**Sequential cells grouped by signal name**

Other sequential cells in the stronger gray, the rest of the logic in the fainter gray.
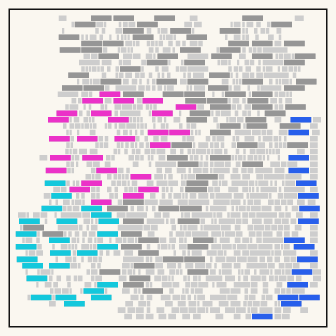
**PDN straps and rails**

Pins as bars on the die edge. Tap cells in gray.
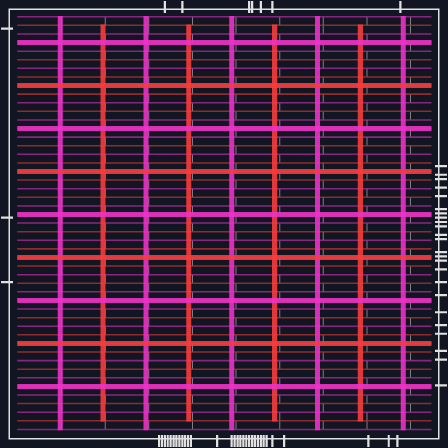
**Routed clock nets over the placement**

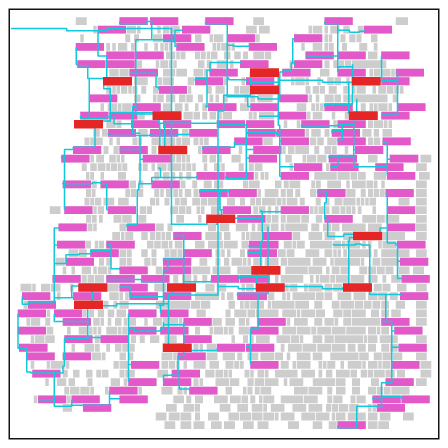
**Placement by cell class**

The bar under the picture is 50 microns long.
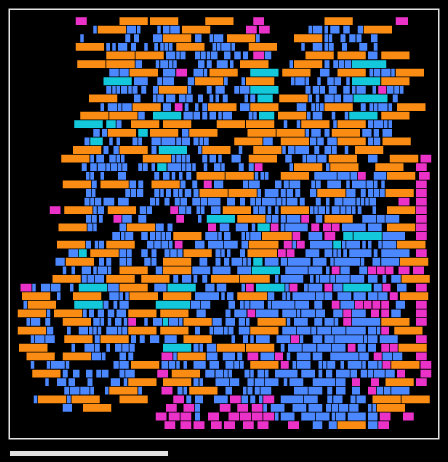
**Routing congestion map**

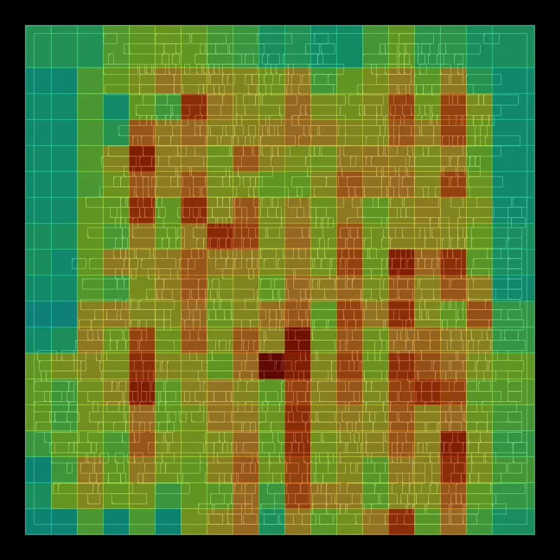
<file path="src/rtl/rtc_hms_ctrl.sv">
// Time-of-day clock core: prescaled seconds/minutes/hours, button setting with auto-repeat,
// minute-resolution alarm, 12/24 h display view and a flattened seconds-of-day count.

module rtc_hms_btn #(
  parameter int HOLD_CYC = 25000000
) (
  input  logic clk,
  input  logic rst_n,
  input  logic pin_n,
  output logic step
);
  localparam int HW = (HOLD_CYC > 1) ? $clog2(HOLD_CYC) : 1;

  logic          sync1;
  logic          sync2;
  logic          held_q;
  logic [HW-1:0] hold_cnt;
  logic          repeat_hit;

  // synchroniser holds the "pressed" sense so its cleared state means released
  always_ff @(posedge clk or negedge rst_n) begin
    if (!rst_n) begin
      sync1  <= 1'b0;
      sync2  <= 1'b0;
      held_q <= 1'b0;
    end else begin
      sync1  <= ~pin_n;
      sync2  <= sync1;
      held_q <= sync2;
    end
  end

  assign repeat_hit = sync2 && (hold_cnt == HW'(HOLD_CYC - 1));

  always_ff @(posedge clk or negedge rst_n) begin
    if (!rst_n) begin
      hold_cnt <= '0;
    end else if (!sync2 || repeat_hit) begin
      hold_cnt <= '0;
    end else begin
      hold_cnt <= hold_cnt + HW'(1);
    end
  end

  assign step = (sync2 && !held_q) || repeat_hit;
endmodule

module rtc_hms_ctrl #(
  parameter int CLK_DIV    = 50000000,
  parameter int HOLD_CYC   = 25000000,
  parameter int ALARM_SECS = 30
) (
  input  logic        clk,
  input  logic        rst_n,
  input  logic        run,
  input  logic        set_en,
  input  logic        inc_s_n,
  input  logic        inc_m_n,
  input  logic        inc_h_n,
  input  logic        mode_12h,
  input  logic        alarm_wr,
  input  logic [4:0]  alarm_h,
  input  logic [5:0]  alarm_m,
  input  logic        alarm_en,
  input  logic        alarm_ack,
  output logic [5:0]  sec,
  output logic [5:0]  min,
  output logic [4:0]  hour,
  output logic [4:0]  hour_disp,
  output logic        pm,
  output logic [16:0] count,
  output logic        tick_1s,
  output logic        day_wrap,
  output logic        alarm
);
  localparam int PW = $clog2(CLK_DIV);
  localparam int AW = $clog2(ALARM_SECS + 1);

  logic [PW-1:0] presc;
  logic          step_s, step_m, step_h;
  logic [5:0]    sec_nxt, min_nxt;
  logic [4:0]    hour_nxt;
  logic [4:0]    alarm_h_q;
  logic [5:0]    alarm_m_q;
  logic [AW-1:0] alarm_left;
  logic          trigger;

  rtc_hms_btn #(.HOLD_CYC(HOLD_CYC)) u_btn_s (.clk(clk), .rst_n(rst_n), .pin_n(inc_s_n), .step(step_s));
  rtc_hms_btn #(.HOLD_CYC(HOLD_CYC)) u_btn_m (.clk(clk), .rst_n(rst_n), .pin_n(inc_m_n), .step(step_m));
  rtc_hms_btn #(.HOLD_CYC(HOLD_CYC)) u_btn_h (.clk(clk), .rst_n(rst_n), .pin_n(inc_h_n), .step(step_h));

  assign tick_1s = run && !set_en && (presc == PW'(CLK_DIV - 1));

  // set mode drops any partial second so the first tick after leaving it is a full second away
  always_ff @(posedge clk or negedge rst_n) begin
    if (!rst_n) begin
      presc <= '0;
    end else if (set_en) begin
      presc <= '0;
    end else if (run) begin
      presc <= tick_1s ? '0 : presc + PW'(1);
    end
  end

  always_comb begin
    sec_nxt  = sec;
    min_nxt  = min;
    hour_nxt = hour;
    day_wrap = 1'b0;
    if (tick_1s) begin
      if (sec == 6'd59) begin
        sec_nxt = 6'd0;
        if (min == 6'd59) begin
          min_nxt = 6'd0;
          if (hour == 5'd23) begin
            hour_nxt = 5'd0;
            day_wrap = 1'b1;
          end else begin
            hour_nxt = hour + 5'd1;
          end
        end else begin
          min_nxt = min + 6'd1;
        end
      end else begin
        sec_nxt = sec + 6'd1;
      end
    end else if (set_en) begin
      // manual steps wrap each field on its own, no carry
      if (step_s) sec_nxt  = (sec == 6'd59)  ? 6'd0 : sec + 6'd1;
      if (step_m) min_nxt  = (min == 6'd59)  ? 6'd0 : min + 6'd1;
      if (step_h) hour_nxt = (hour == 5'd23) ? 5'd0 : hour + 5'd1;
    end
  end

  always_ff @(posedge clk or negedge rst_n) begin
    if (!rst_n) begin
      sec  <= 6'd0;
      min  <= 6'd0;
      hour <= 5'd0;
    end else begin
      sec  <= sec_nxt;
      min  <= min_nxt;
      hour <= hour_nxt;
    end
  end

  always_ff @(posedge clk or negedge rst_n) begin
    if (!rst_n) begin
      count <= 17'd0;
    end else begin
      count <= 17'(hour) * 17'd3600 + 17'(min) * 17'd60 + 17'(sec);
    end
  end

  always_comb begin
    pm        = (hour >= 5'd12);
    hour_disp = hour;
    if (mode_12h) begin
      if (hour == 5'd0) begin
        hour_disp = 5'd12;
      end else if (hour > 5'd12) begin
        hour_disp = hour - 5'd12;
      end
    end
  end

  always_ff @(posedge clk or negedge rst_n) begin
    if (!rst_n) begin
      alarm_h_q <= 5'd0;
      alarm_m_q <= 6'd0;
    end else if (alarm_wr) begin
      alarm_h_q <= (alarm_h > 5'd23) ? 5'd23 : alarm_h;
      alarm_m_q <= (alarm_m > 6'd59) ? 6'd59 : alarm_m;
    end
  end

  // only a running tick can land on the alarm minute; manual setting never triggers
  assign trigger = alarm_en && tick_1s && (sec_nxt == 6'd0) &&
                   (min_nxt == alarm_m_q) && (hour_nxt == alarm_h_q);

  always_ff @(posedge clk or negedge rst_n) begin
    if (!rst_n) begin
      alarm      <= 1'b0;
      alarm_left <= '0;
    end else if (alarm_ack || !alarm_en) begin
      alarm      <= 1'b0;
      alarm_left <= '0;
    end else if (trigger) begin
      alarm      <= 1'b1;
      alarm_left <= AW'(ALARM_SECS);
    end else if (alarm && tick_1s) begin
      if (alarm_left <= AW'(1)) begin
        alarm      <= 1'b0;
        alarm_left <= '0;
      end else begin
        alarm_left <= alarm_left - AW'(1);
      end
    end
  end
endmodule
</file>
<file path="config.mk">
export PLATFORM = sky130hd
export DESIGN_NAME = rtc_hms_ctrl
export DESIGN_NICKNAME = d
export VERILOG_FILES = /design/src/rtl/rtc_hms_ctrl.sv
export SDC_FILE = /design/constraint.sdc
export NUM_CORES = 1
export LEC_CHECK = 0
export CAP_MARGIN = 30
export CORE_MARGIN = 2
export CORE_UTILIZATION = 54
export CTS_CLUSTER_SIZE = 14
export DETAILED_ROUTE_END_ITERATION = 12
export PLACE_DENSITY = 0.77
export SLEW_MARGIN = 20
export SYNTH_ARGS = -nofsm -noshare
export SYNTH_HDL_FRONTEND = slang
export SYNTH_SLANG_ARGS = --single-unit
</file>
<file path="constraint.sdc">
create_clock -name clk -period 4 [get_ports clk]
set_clock_uncertainty 0.15 [all_clocks]
set_input_delay 0.8 -clock clk [delete_from_list [all_inputs] [get_ports clk]]
set_output_delay 0.8 -clock clk [all_outputs]
set_load 0.02 [all_outputs]
</file>
==> flow_summary.ini <==
; generated from flow reports
[outcome]
status = finished, violations left
violations = setup timing

[critical_path]
crit-reg2reg-launch = min[1]$_DFF_PN0_
cp.required_ps = 4130
crit_path_top_delay_cell = fa_1
worstSetupEndpoint = count[14]$_DFF_PN0_
max_stage_delay_ps = 550
crit_cells = 17
critPathArrivalTime_ps = 4380
cp-start-kind = register
end_kind = register
crit_family = adder cells
path_max_fanout = 3
cp_num_buf_inv = 4
ff2ff_path_depth = 17
crit_type = register to register
crit_start = min[1]$_DFF_PN0_

[yosys]
syn_area_sq_um = 9326
synth_top_area_share_pct = 43.20
ys_cells = 972
ys_seq_elements = 161
top_cell = dfrtp_1
synthArstFlopShare_pct = 100.0
fp_nets = 1074
synth_area_per_cell_sq_um = 9.595
synth_top_cell_by_area = dfrtp_1
ys_types = 62
ys_seq_share_pct = 43.20
edf_count = 0
yosysWarnings = 0
syn_inst = 972

[finish]
seq_share_pct = 35.57
final_area_sq_um = 11340
finalNetCount = 1189
lay_top_count = dfrtp_1
buffer_area_share_pct = 9.166
area.growth.synth_to_final_pct = 21.63
stdcell_count = 1325
clk_share_pct = 5.548
antenna-diode-count = 0
largest_reg_flops = 26
n_clock_buffer = 19
flops = 161
final_cell_mix = dfrtp_1 (156), nor2_1 (118), nand2_1 (78), clkdlybuf4s50_1 (63)
flop_area_sq_um = 4035
logic_gates = 732
inv_count = 58
drive_gt1_share_pct = 12.73

[timing]
slew_violations = 0
tightest_slew_ps = 929.6
hold_viol_final = 0
setup_ws_ps = -247.8
rsz0062_at_grt = yes
relSlewSlack_pct = 37.46
setup_violations = 6
period_needed_ps = 4248
final.setup.tns_ps = -708.4
max_freq_ghz = 0.2354
finalCritPeriodShare_pct = 106.2

[cts]
clk_path_buf_depth = 2
cts.htree.levels = 4
cts_setup_buffers = 5
clkSinkCount = 161
root_buffer = clkbuf_16
cts_tree = built

[routing]
top_layer = met4
met3_length_microns = 597
drt_iter0_markers = 485
first_pass_iters = 6
met1_length_mm = 8.950
wire_per_inst_microns = 14.70
wl_met2_mm = 9.514
drc = 0
drt_wl_total_mm = 19.48
dr_total_vias = 7300

[floorplanning]
nWellTaps = 225
num_rows = 48
ioPinCount = 65
initial_utilization_pct = 54.49
die_x_microns = 135.4
die_y_microns = 135.4

[worst_hold_path]
holdPathEnd = u_btn_h.sync2$_DFF_PN0_
hold_class = register to register
min_from = u_btn_h.sync1$_DFF_PN0_

[global_routing]
grt_overflow = 0
use_met1_pct = 29.25
gr-max-usage-layer = met2
grt_start_max_net_pins = 74
grtUsageMet2_pct = 35.73

[job]
tool_warnings = 46
cap_violations = 0

[pwr]
p_sw_mw = 4.694
internal_power_mw = 7.138
p_leak_nw = 5.159
pg_comb_mw = 8.05
power.share.clock_pct = 14.6
powerSeq_mw = 2.06
switching_share_pct = 39.67
power-top-group = combinational logic
seqPwrFrac_pct = 17.4

[placed_design]
dp_cells = 1287
gp_congestion = 0.8281
dpl.hpwl_mm = 13.52
-- 'sequential cells grouped by signal name' (at the start) --
Key: count = blue [placed flops 17]; u_btn_h.hold_cnt = cyan [placed flops 25, where lower left]; presc = magenta [placed flops 26]
Another 93 sequential cells are not colored.

-- 'PDN straps and rails' (at the start) --
Key: VDD = red; VSS = magenta
The core has 48 rows. 9 straps on met5.

-- 'routed clock nets over the placement' (at the start) --
Key: clock wires = cyan [length 1,980 microns]; flip-flops = magenta [count 161]; clock drivers = red [count 17]
Position of the flops: widely spread.

-- 'placement by cell class' (at the start) --
Key: flops = orange [cells 161]; combinational and other logic = blue [cells 790]; other buffers and delay cells = magenta [cells 117]; clock drivers and dummy loads = cyan [cells 32]

-- 'routing congestion map' (at the start) --
total track usage: 21.78%
Util after Layout: 66.27%

-- through the flow --
stage / power (mW) / utilization [%] / setup slack [ps]
after CTS: 11.19 / 65.86 / -222.7
after global placement: 8.660 / 61.75 / -146.9
after detailed placement: 8.926 / 61.75 / -239.0
after floorplan: 6.484 / - / -154.0
after global routing: 12.76 / 66.27 / -432.7
final: 11.83 / 66.27 / -247.8
-- cell families (layout without fill, tap and decap cells) --
kind of cell / after synthesis / after routing / synth area share, %
AOI/OAI and AO/OA: 162 / 162 / 10.26
DFF: 161 / 161 / 43.20
xor gates and xnor gates: 95 / 95 / 8.921
and+or+nand+nor: 378 / 378 / 20.49
muxes: 17 / 17 / 1.959
buffers and inverters: 79 / 207 / 3.233
adders and majority gates: 80 / 80 / 11.94
No activity file was given, so power comes from the tool's default toggle rates.
